## src/rtl/data_register_assembler.sv

```systemverilog
// data_register_assembler
// Byte-loaded data register that sits between the byte-wide memory data bus
// and the ALU/address datapath. Two ways to load it:
//  - direct mode: one FunSel operation per enabled cycle (extend or shift in I)
//  - assembly mode: collect 1..NBYTES bytes over a valid/ready handshake, then
//    zero/sign-extend the field and publish it to DROut in a single edge.
// DROut never shows a half-assembled word; partial bytes live in acc_q.

module data_register_assembler #(
    parameter  int DATA_W     = 32,
    parameter  int BYTE_W     = 8,
    parameter  int BIG_ENDIAN = 0,
    localparam int NBYTES     = DATA_W / BYTE_W,
    localparam int CW         = $clog2(NBYTES + 1)
) (
    input  logic              Clock,
    input  logic              Reset,
    input  logic              E,
    input  logic [1:0]        FunSel,
    input  logic [BYTE_W-1:0] I,
    input  logic              Start,
    input  logic [CW-1:0]     Len,
    input  logic              Sext,
    input  logic              Abort,
    input  logic              IValid,
    output logic              IReady,
    output logic              Busy,
    output logic              Done,
    output logic [CW-1:0]     Count,
    output logic [DATA_W-1:0] DROut
);

    typedef enum logic {
        IDLE     = 1'b0,
        ASSEMBLE = 1'b1
    } state_t;

    localparam logic [CW-1:0] NB_C = CW'(NBYTES);

    state_t              state_q, state_d;
    logic [DATA_W-1:0]   dr_q, dr_d;
    logic [DATA_W-1:0]   acc_q, acc_d;
    logic [CW-1:0]       cnt_q, cnt_d;
    logic [CW-1:0]       lq_q, lq_d;
    logic                sext_q, sext_d;
    logic                done_d;
    logic                done_q;

    // Accumulator with the current byte merged in, and its extended form.
    logic [DATA_W-1:0]   acc_wr;
    logic [DATA_W-1:0]   ext_val;
    logic                sign_bit;
    logic                last_byte;
    int                  lane;
    int                  field_bits;

    // Merge I into the target lane and build the extended result.
    always_comb begin
        // NOTE: every always_comb output gets a default first so no path can infer a latch.
        acc_wr     = acc_q;
        ext_val    = '0;
        sign_bit   = 1'b0;
        lane       = (BIG_ENDIAN != 0) ? (int'(lq_q) - 1 - int'(cnt_q)) : int'(cnt_q);
        field_bits = int'(lq_q) * BYTE_W;
        for (int l = 0; l < NBYTES; l++) begin
            if (l == lane) begin
                acc_wr[l*BYTE_W +: BYTE_W] = I;
            end
        end
        for (int b = 0; b < DATA_W; b++) begin
            if (b == field_bits - 1) begin
                sign_bit = acc_wr[b];
            end
        end
        for (int b = 0; b < DATA_W; b++) begin
            ext_val[b] = (b < field_bits) ? acc_wr[b] : (sext_q & sign_bit);
        end
    end

    assign last_byte = (cnt_q == (lq_q - CW'(1)));

    // Next-state, register and accumulator update logic.
    always_comb begin
        state_d = state_q;
        dr_d    = dr_q;
        acc_d   = acc_q;
        cnt_d   = cnt_q;
        lq_d    = lq_q;
        sext_d  = sext_q;
        done_d  = 1'b0;
        case (state_q)
            IDLE: begin
                if (Start) begin
                    lq_d    = ((Len == '0) || (Len > NB_C)) ? NB_C : Len;
                    sext_d  = Sext;
                    acc_d   = '0;
                    cnt_d   = '0;
                    state_d = ASSEMBLE;
                end else if (E) begin
                    case (FunSel)
                        2'b00:   dr_d = {{(DATA_W-BYTE_W){I[BYTE_W-1]}}, I};
                        2'b01:   dr_d = {{(DATA_W-BYTE_W){1'b0}}, I};
                        2'b10:   dr_d = {dr_q[DATA_W-BYTE_W-1:0], I};
                        default: dr_d = {I, dr_q[DATA_W-1:BYTE_W]};
                    endcase
                end
            end
            ASSEMBLE: begin
                if (Abort) begin
                    // Abort wins over any transfer, including the last byte.
                    state_d = IDLE;
                end else if (IValid) begin
                    acc_d = acc_wr;
                    cnt_d = cnt_q + CW'(1);
                    if (last_byte) begin
                        dr_d    = ext_val;
                        done_d  = 1'b1;
                        state_d = IDLE;
                    end
                end
            end
            default: state_d = IDLE;
        endcase
    end

    // State and datapath registers; reset clears everything, even mid-assembly.
    always_ff @(posedge Clock or negedge Reset) begin
        if (!Reset) begin
            state_q <= IDLE;
            dr_q    <= '0;
            acc_q   <= '0;
            cnt_q   <= '0;
            lq_q    <= '0;
            sext_q  <= 1'b0;
            done_q  <= 1'b0;
        end else begin
            // NOTE: sequential state uses non-blocking assignments so all registers update together.
            state_q <= state_d;
            dr_q    <= dr_d;
            acc_q   <= acc_d;
            cnt_q   <= cnt_d;
            lq_q    <= lq_d;
            sext_q  <= sext_d;
            done_q  <= done_d;
        end
    end

    assign Busy   = (state_q == ASSEMBLE);
    assign IReady = (state_q == ASSEMBLE);
    assign Done   = done_q;
    assign Count  = cnt_q;
    assign DROut  = dr_q;

endmodule

```

## config.mk

```make
export PLATFORM = sky130hd
export DESIGN_NAME = data_register_assembler
export DESIGN_NICKNAME = d
export VERILOG_FILES = /design/src/rtl/data_register_assembler.sv
export SDC_FILE = /design/constraint.sdc
export NUM_CORES = 1
export LEC_CHECK = 0
export CORE_MARGIN = 4
export CORE_UTILIZATION = 50
export CTS_BUF_LIST = sky130_fd_sc_hd__clkbuf_4 sky130_fd_sc_hd__clkbuf_8 sky130_fd_sc_hd__clkbuf_16
export CTS_CLUSTER_DIAMETER = 60
export DETAILED_ROUTE_END_ITERATION = 7
export GPL_TIMING_DRIVEN = 0
export PLACE_DENSITY = 0.74
export SETUP_SLACK_MARGIN = 0.05
export SLEW_MARGIN = 25
export SYNTH_ARGS = -nofsm -noshare
export SYNTH_HDL_FRONTEND = slang
export SYNTH_SLANG_ARGS = --single-unit
```

## constraint.sdc

```tcl
create_clock -name Clock -period 2.44 [get_ports Clock]
set_input_delay 0.366 -clock Clock [delete_from_list [all_inputs] [get_ports Clock]]
set_output_delay 0.366 -clock Clock [all_outputs]
set_load 0.05 [all_outputs]
```

==> images/congestion_map.png <==
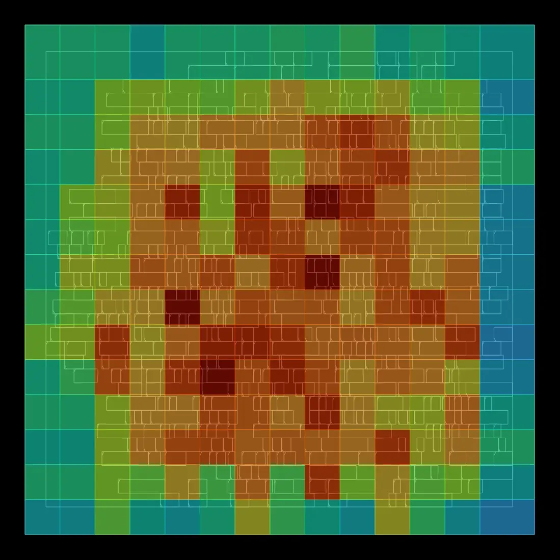
busiest layer in global routing: met2
met1 Use GR: 0.375
met3 Usage GRT: 0.0630
final core occ: 0.644

==> images/ff_map.png <==
Scale: 4 px per um. Other sequential cells in the stronger gray, the rest of the logic in the fainter gray.
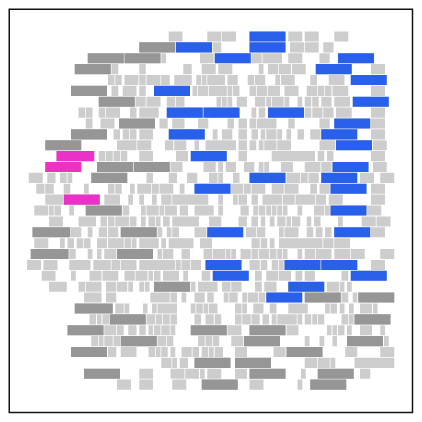
[blue] DROut | flops: 32
[magenta] lq_q | flops: 3
P_seq: 1.94 mW
Seq area share: 0.344

==> run notes <==
run results: Post-synth ARST share=1.00, Non-clk bufs=103, fill count=679, Mapped Cells=480, RSZ-0062 raised after global routing=false, Area growth syn-to-layout=24.4%, power consumption=6.14 mW, hold buffers post-CTS=1, share of cells above drive strength 1=0.116, number of enable flip-flop cells=0, commonest non-fill, non-tap cell in the layout=dfrtp_1, Multiplexer share=0.0568, Comb area share=0.431, row count=33, Tapcells=105, GRT overflow=0, most frequent cells in the layout=69 x dfrtp_1, 53 x nand2_1, 48 x clkdlybuf4s50_1, Root Driver=clkbuf_8, commonest cells in the netlist=73 x dfrtp_1, 54 x nand2_1, 47 x a21oi_1, 40 x clkbuf_1, 30 x o21ai_0, pin count of the biggest net entering global routing=48, static leakage=2.16 nW, setup violators final=0, register share after synthesis=0.427, worst setup path end=DROut[29]$_DFFE_PN0P_, Biggest Area Class=multi-input combinational cells, Logic pwr share=0.498, xor+xnor area frac=0.00615, Die W=100 um, Post-Layout Cell Count=656, Complex Gates by Area=0.279, Basic Gates by Area=0.150, Power Dens Cells=1150 nW/um2, ys flop type=dfrtp_1, ys cells=480, Clk. pwr=1.15 mW, Chip Area, Yosys=4270 um2, CTS Buf Count=9, vias in the first global route=4,064, Synth top cell by count=dfrtp_1, status=finished, final reports clean, Reg area=1830 um2, wirelength, routed=13,600 um, clk latency late pin=370 ps
Power is estimated from default activity; no workload was simulated.
